File: src/rtl/pid_update_scheduler.sv
// pid_update_scheduler
//   Period-locked sequencer for the shared multichannel PID core. Every
//   PERIOD_CYCLES it snapshots measured/target rpm and the channel mask,
//   optionally writes coefficients to all channels, then issues one sample
//   per enabled channel and waits for one result per issued sample.
//
// Ports
//   clk, rst          : clock, synchronous active-high reset
//   enable_i          : run; low holds the period counter at 0
//   chn_en_i          : per-channel enable mask, sampled at tick
//   cfg_reload_i      : pulse, request coefficient reload at next tick
//   err_clr_i         : pulse, clear overrun_o / timeout_o
//   rpm_ready_i       : per-channel new-measurement strobe
//   rpm_data_i        : packed measured rpm, chn0 in LSBs
//   target_rpm_i      : packed target rpm, chn0 in LSBs
//   coef_i            : packed {min,max,b2,b1,b0,a3,a2,a1}
//   param_valid_o/param_chn_o/param_data_o : coefficient write to core
//   data_valid_o/data_ready_i/data_chn_o/data_fdb_o/data_ref_o : sample to core
//   pid_done_i        : core result strobe
//   busy_o            : not idle
//   frame_done_o      : one-cycle pulse when a frame's results are all back
//   overrun_o         : sticky, tick arrived while busy (tick dropped)
//   timeout_o         : sticky, results did not return in time
//   fsm_state         : current FSM state for debug/checkers
//
// Sample handshake: a sample transfers on a cycle where data_valid_o and
// data_ready_i are both high. While data_valid_o is high and data_ready_i is
// low, data_chn_o/data_fdb_o/data_ref_o stay stable. data_valid_o never
// drops without a transfer.
module pid_update_scheduler #(
   parameter int DATA_WIDTH     = 16,
   parameter int NUM_CHN        = 4,
   parameter int CHN_WIDTH      = 3,
   parameter int PERIOD_CYCLES  = 50000,
   parameter int TIMEOUT_CYCLES = 1024
) (
   input  logic                          clk,
   input  logic                          rst,
   input  logic                          enable_i,
   input  logic [NUM_CHN-1:0]            chn_en_i,
   input  logic                          cfg_reload_i,
   input  logic                          err_clr_i,
   input  logic [NUM_CHN-1:0]            rpm_ready_i,
   input  logic [NUM_CHN*DATA_WIDTH-1:0] rpm_data_i,
   input  logic [NUM_CHN*DATA_WIDTH-1:0] target_rpm_i,
   input  logic [8*DATA_WIDTH-1:0]       coef_i,
   output logic                          param_valid_o,
   output logic [CHN_WIDTH-1:0]          param_chn_o,
   output logic [8*DATA_WIDTH-1:0]       param_data_o,
   output logic                          data_valid_o,
   input  logic                          data_ready_i,
   output logic [CHN_WIDTH-1:0]          data_chn_o,
   output logic [DATA_WIDTH-1:0]         data_fdb_o,
   output logic [DATA_WIDTH-1:0]         data_ref_o,
   input  logic                          pid_done_i,
   output logic                          busy_o,
   output logic                          frame_done_o,
   output logic                          overrun_o,
   output logic                          timeout_o,
   output logic [1:0]                    fsm_state
);

   localparam int CNT_W = $clog2(PERIOD_CYCLES);
   localparam int TO_W  = $clog2(TIMEOUT_CYCLES + 1);
   localparam int NC_W  = $clog2(NUM_CHN + 1);

   typedef enum logic [1:0] {S_IDLE, S_PARAM, S_ISSUE, S_WAIT} state_t;

   state_t state, state_nxt;

   logic [CNT_W-1:0]                     period_cnt;
   logic                                 tick;
   logic                                 start;
   logic [NUM_CHN-1:0][DATA_WIDTH-1:0]   hold;
   logic [NUM_CHN-1:0][DATA_WIDTH-1:0]   snap_rpm;
   logic [NUM_CHN-1:0][DATA_WIDTH-1:0]   snap_tgt;
   logic [NUM_CHN-1:0]                   pend_mask;
   logic [NC_W-1:0]                      n_en;
   logic [NC_W-1:0]                      done_cnt;
   logic [CHN_WIDTH-1:0]                 param_cnt;
   logic [TO_W-1:0]                      wait_cnt;
   logic                                 cfg_pending;
   logic [CHN_WIDTH-1:0]                 sel_chn;
   logic [NUM_CHN-1:0]                   sel_oh;
   logic [DATA_WIDTH-1:0]                sel_fdb;
   logic [DATA_WIDTH-1:0]                sel_ref;
   logic                                 fire;
   logic                                 issue_last;
   logic                                 param_last;
   logic                                 all_done;
   logic                                 timeout_hit;

   function automatic logic [NC_W-1:0] popcount(input logic [NUM_CHN-1:0] m);
      logic [NC_W-1:0] c;
      c = '0;
      for (int k = 0; k < NUM_CHN; k++) c = c + NC_W'(m[k]);
      return c;
   endfunction

   assign tick  = enable_i && (period_cnt == CNT_W'(PERIOD_CYCLES - 1));
   // Only a tick seen in S_IDLE starts a frame; a tick while busy is dropped.
   assign start = tick && (state == S_IDLE);

   assign fire        = (state == S_ISSUE) && data_ready_i;
   assign issue_last  = fire && ((pend_mask & ~sel_oh) == '0);
   assign param_last  = (param_cnt == CHN_WIDTH'(NUM_CHN - 1));
   assign all_done    = (done_cnt >= n_en);
   assign timeout_hit = (state == S_WAIT) && !all_done &&
                        (wait_cnt == TO_W'(TIMEOUT_CYCLES - 1));

   always_ff @(posedge clk) begin
      if (rst || !enable_i || period_cnt == CNT_W'(PERIOD_CYCLES - 1)) begin
         period_cnt <= '0;
      end else begin
         period_cnt <= period_cnt + 1'b1;
      end
   end

   // Sample-hold, frame snapshot and remaining-channel mask.
   always_ff @(posedge clk) begin
      if (rst) begin
         hold         <= '0;
         snap_rpm     <= '0;
         snap_tgt     <= '0;
         pend_mask    <= '0;
         n_en         <= '0;
         param_data_o <= '0;
      end else begin
         for (int k = 0; k < NUM_CHN; k++) begin
            if (rpm_ready_i[k]) hold[k] <= rpm_data_i[k*DATA_WIDTH +: DATA_WIDTH];
         end
         if (start) begin
            for (int k = 0; k < NUM_CHN; k++) begin
               // A measurement landing on the tick itself bypasses the hold.
               snap_rpm[k] <= rpm_ready_i[k] ? rpm_data_i[k*DATA_WIDTH +: DATA_WIDTH] : hold[k];
               snap_tgt[k] <= target_rpm_i[k*DATA_WIDTH +: DATA_WIDTH];
            end
            pend_mask    <= chn_en_i;
            n_en         <= popcount(chn_en_i);
            param_data_o <= coef_i;
         end else if (fire) begin
            pend_mask <= pend_mask & ~sel_oh;
         end
      end
   end

   always_ff @(posedge clk) begin
      if (rst) begin
         param_cnt <= '0;
         wait_cnt  <= '0;
         done_cnt  <= '0;
      end else begin
         param_cnt <= (state == S_PARAM) ? param_cnt + 1'b1 : '0;
         wait_cnt  <= (state == S_WAIT) ? wait_cnt + 1'b1 : '0;
         // Results may start returning while later channels are still issuing.
         if (start) begin
            done_cnt <= '0;
         end else if (pid_done_i && (state == S_ISSUE || state == S_WAIT) && done_cnt != '1) begin
            done_cnt <= done_cnt + 1'b1;
         end
      end
   end

   // A reload request in the last S_PARAM cycle wins, so it is not lost.
   always_ff @(posedge clk) begin
      if (rst) begin
         cfg_pending <= 1'b1;
      end else if (cfg_reload_i) begin
         cfg_pending <= 1'b1;
      end else if (state == S_PARAM && param_last) begin
         cfg_pending <= 1'b0;
      end
   end

   // Sticky errors: a set event beats a simultaneous clear.
   always_ff @(posedge clk) begin
      if (rst) begin
         overrun_o <= 1'b0;
         timeout_o <= 1'b0;
      end else begin
         if (tick && state != S_IDLE) overrun_o <= 1'b1;
         else if (err_clr_i)          overrun_o <= 1'b0;
         if (timeout_hit)             timeout_o <= 1'b1;
         else if (err_clr_i)          timeout_o <= 1'b0;
      end
   end

   // Lowest pending channel of the snapshot mask.
   always_comb begin
      sel_chn = '0;
      sel_oh  = '0;
      sel_fdb = '0;
      sel_ref = '0;
      for (int k = NUM_CHN - 1; k >= 0; k--) begin
         if (pend_mask[k]) begin
            sel_chn    = CHN_WIDTH'(k);
            sel_oh     = '0;
            sel_oh[k]  = 1'b1;
            sel_fdb    = snap_rpm[k];
            sel_ref    = snap_tgt[k];
         end
      end
   end

   // FSM: state register
   always_ff @(posedge clk) begin
      if (rst) state <= S_IDLE;
      else     state <= state_nxt;
   end

   // FSM: next state
   always_comb begin
      state_nxt = state;
      case (state)
         S_IDLE:  if (tick && chn_en_i != '0) state_nxt = cfg_pending ? S_PARAM : S_ISSUE;
         S_PARAM: if (param_last) state_nxt = S_ISSUE;
         S_ISSUE: if (issue_last) state_nxt = S_WAIT;
         S_WAIT:  if (all_done || timeout_hit) state_nxt = S_IDLE;
         default: state_nxt = S_IDLE;
      endcase
   end

   // FSM: outputs
   always_comb begin
      param_valid_o = (state == S_PARAM);
      param_chn_o   = (state == S_PARAM) ? param_cnt : '0;
      data_valid_o  = (state == S_ISSUE);
      data_chn_o    = (state == S_ISSUE) ? sel_chn : '0;
      data_fdb_o    = (state == S_ISSUE) ? sel_fdb : '0;
      data_ref_o    = (state == S_ISSUE) ? sel_ref : '0;
      busy_o        = (state != S_IDLE);
      frame_done_o  = (state == S_WAIT) && all_done;
      fsm_state     = state;
   end

endmodule
File: config.mk
export PLATFORM = sky130hd
export DESIGN_NAME = pid_update_scheduler
export DESIGN_NICKNAME = d
export VERILOG_FILES = /design/src/rtl/pid_update_scheduler.sv
export SDC_FILE = /design/constraint.sdc
export NUM_CORES = 1
export LEC_CHECK = 0
export CAP_MARGIN = 20
export CORE_MARGIN = 10
export CORE_UTILIZATION = 46
export CTS_CLUSTER_SIZE = 25
export DETAILED_ROUTE_END_ITERATION = 7
export GPL_ROUTABILITY_DRIVEN = 0
export PLACE_DENSITY = 0.79
export SETUP_SLACK_MARGIN = 0.3
export SLEW_MARGIN = 20
export SYNTH_ARGS = -nofsm -noshare
export SYNTH_HDL_FRONTEND = slang
export SYNTH_SLANG_ARGS = --single-unit
File: constraint.sdc
create_clock -name clk -period 2.7 [get_ports clk]
set_clock_uncertainty 0.1 [all_clocks]
set_input_delay 0.54 -clock clk [delete_from_list [all_inputs] [get_ports clk]]
set_output_delay 0.54 -clock clk [all_outputs]
set_load 0.02 [all_outputs]
**Gate-type map**

Drawn at 2 px/um.
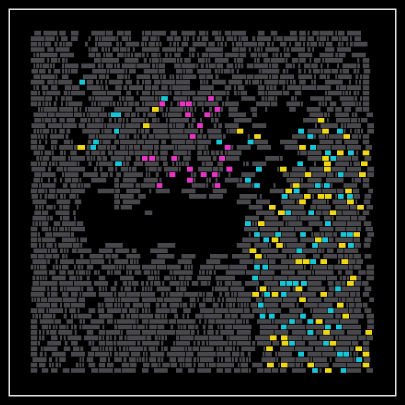
Cyan shows non-inverting ao/oa cells, cells 71, most used o22a_1. Yellow shows mux cells, cells 67, most used mux2i_1. Magenta shows xor and xnor cells, cells 22, where center.
Post-Layout Cell Count: 2433
Commonest Layout Cell: nand2_1
Comb/total area: 30.6%

**Routing congestion map**

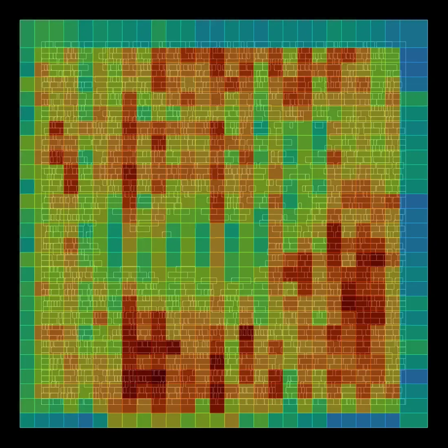
GRT Max-Usage Layer: met2
M3 GR Usage: 8.35%

==> reports/qor.csv <==
stage;metric;value;unit
yosys;postSynthAreaPerCell;8.75;um^2
final_timing;period_minus_slack;2600;ps
global_routing;grt_max_degree;129;
power;p_leak;7.91;nW
clocking;h-tree-depth;2;
yosys;yosysCellCount;1564;
layout;final_nets;2296;
global_routing;grt_pass1_wl;74.5;mm
route;drc;0;
floorplan;fp_util;46.4;%
placed_design;hpwlAfterDp;32.8;mm
layout;n_fill_cell;2058;
yosys;yosys_warnings;0;
flow_run;drv_cap;0;
yosys;yosysChipArea;13700;um^2
worst_hold_path;holdCritPathClass;flop to flop;
flow_run;warnings;38;
yosys;async_flop_share;0;%
yosys;synth_nets;1853;
yosys;synth_top_cell_by_area;dfxtp_1;
layout;syn_to_final_growth;56.1;%
final_timing;finalHoldViolCount;0;
power;cellPowerDensity;584;nW/um^2
layout;mostFrequentLayoutCells;nand2_1 (409), clkdlybuf4s50_1 (401), dfxtp_1 (357), a21oi_1 (203), nor2_1 (102);
clocking;hold_buffers;0;
floorplan;die_area;37000;um^2
clocking;clkSinkCount;365;
setup_path;path_delay_family;buffers and inverters;
yosys;postSynthSeqShare;53.4;%
setup_path;arrival;1960;ps
yosys;ff_type;dfxtp_1;
yosys;numSynthFlops;365;
final_timing;rsz0062_at_grt;yes;
floorplan;fp.coreArea;29500;um^2
route;antenna_left;0;
setup_path;critPathMaxStageDelay;360;ps
floorplan;io_pins;445;
yosys;top_area_share;53.4;%
clocking;cts_buffers;39;
yosys;edf_count;0;
setup_path;path_buffers;3;
setup_path;cp-end-kind;output pin;
power;ir_drop;0.568;mV
layout;layout-drive-gt1-share;13.8;%
yosys;ys_types;47;
run_status;status;complete, no violations;
final_timing;setup_tns;0;ps
route;first_pass_iters;5;
**The metal 1 layer**

Drawn at 2 px/um. Supply wires on this layer in gray.
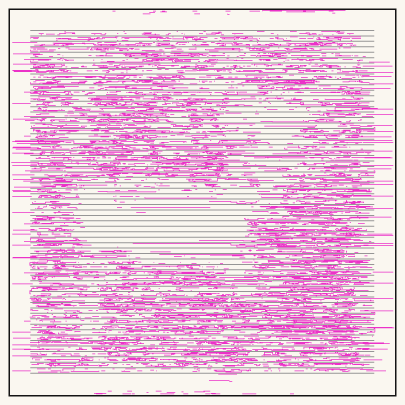
2101 nets have wire on it. The layer holds 38% of the routed length.
WL final: 51.0 mm
GR Util met1: 29.0%
via count: 13210

**A small window of the routed layout**

Window x 81 to 111, y 120 to 150 um. Cells in gray, sequential cells in the stronger gray; small squares are vias.
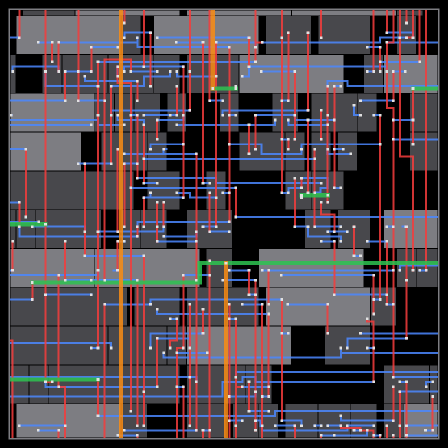
Red shows M2. Blue shows M1. Green shows M3. Orange shows M4.
Most frequent: nor2_1 (14), dfxtp_1 (13), nand3_1 (6). 73 logic cells have their middle in the window. Netlist names of flops here include wait_cnt (9), period_cnt (2). Sequential cells in the window: 13.

## cells by family after synthesis
| kind of cell | count (synthesis) | synth area share [%] |
|---|---|---|
| other | 1 | 0.0274 |
| buffers and inverters | 139 | 4.48 |
| AND/OR/NAND/NOR | 596 | 17.3 |
| XOR/XNOR | 22 | 1.41 |
| AND-OR/OR-AND | 355 | 16.7 |
| multiplexers | 67 | 4.91 |
| flip-flops | 365 | 53.4 |
| adder cells (fa/ha/maj) | 19 | 1.77 |
## cell type report
type,instances,share of cell area [%]
sequential,365,34.3
multi-input combinational,1060,30.6
timing repair buffer,520,26.2
clock buffer,56,5.44
tap,390,2.28
clock inverter,13,0.580
inverter,21,0.428
antenna,8,0.0937
## final timing paths
kind	cells past startpoint	from	slack, ps	endpoint
setup / recovery	6	pend_mask[0]	100	data_fdb_o[7]
hold / removal	1	param_cnt[0]	340	param_cnt[0]
setup reg to reg	7	period_cnt[11]	330	snap_rpm[52]
hold reg to reg	1	param_cnt[0]	340	param_cnt[0]
## worst register-to-register path: cells and delay by family, from the launching register on
family / cells / cell delay [ps]
AOI/OAI and AO/OA: 1 / 270
buffers and inverters: 2 / 360
DFF: 1 / 340
and+or+nand+nor: 4 / 1210
## repair_timing
| item | 4_1_cts | 5_1_grt |
|---|---|---|
| cloned | 9 | 5 |
| setup buffers | 15 | 13 |
| setup endpoints to repair | 44 | 98 |
| gates resized | 296 | 62 |
| hold endpoints to repair | 0 | 0 |
| pin swaps | 6 | 12 |
## Yosys cell counts, types with 9 or more instances
| library cell | n |
|---|---|
| a21oi_1 | 206 |
| mux2i_1 | 66 |
| o21ai_0 | 9 |
| o221ai_1 | 30 |
| buf_4 | 21 |
| o22a_1 | 64 |
| ha_1 | 17 |
| nand2_1 | 411 |
| nor2_1 | 134 |
| buf_2 | 10 |
| xor2_1 | 11 |
| inv_1 | 20 |
| dfxtp_1 | 365 |
| nand3_1 | 12 |
| xnor2_1 | 11 |
| clkbuf_1 | 87 |
| a221oi_1 | 30 |
## metrics by stage
| step | power [mW] | util (%) | instance area (um^2) | hold WS (ps) | std cells |
|---|---|---|---|---|---|
| floorplan | 6.25 | - | 13800 | 311 | 1564 |
| global placement | 6.93 | 63.2 | 18600 | 330 | 2314 |
| detailed placement | 6.97 | 63.2 | 18600 | 337 | 2314 |
| CTS | 12.5 | 70.9 | 20900 | 343 | 2407 |
| global route | 12.9 | 72.5 | 21400 | 361 | 2433 |
| finish | 12.5 | 72.5 | 21400 | 343 | 2433 |
## registers in the layout (all words and copies together), names as in the netlist, 3 cells and up
name          cells
n_en              3
done_cnt          3
wait_cnt         11
hold             64
param_cnt         3
snap_tgt         64
param_data_o    128
snap_rpm         64
pend_mask         4
period_cnt       16
## layer usage
layer	vias up	wire [um]	global-route usage (%)	part of all wire, %
met2	568	24600	42.3	48
met5	-	0	0	0
met3	110	4830	8.35	9.5
li1	6224	-	-	-
met4	0	2220	12.2	4.3
met1	6308	19300	29.0	38
## report_power, final
group	switching, mW	total [mW]	leakage (nW)	internal (mW)
logic	0.772	1.65	4.31	0.873
registers	0.0353	5.50	2.96	5.47
clock network	2.15	5.33	0.635	3.18
total	2.95	12.5	7.91	9.52
Power and IR drop assume default switching activity.
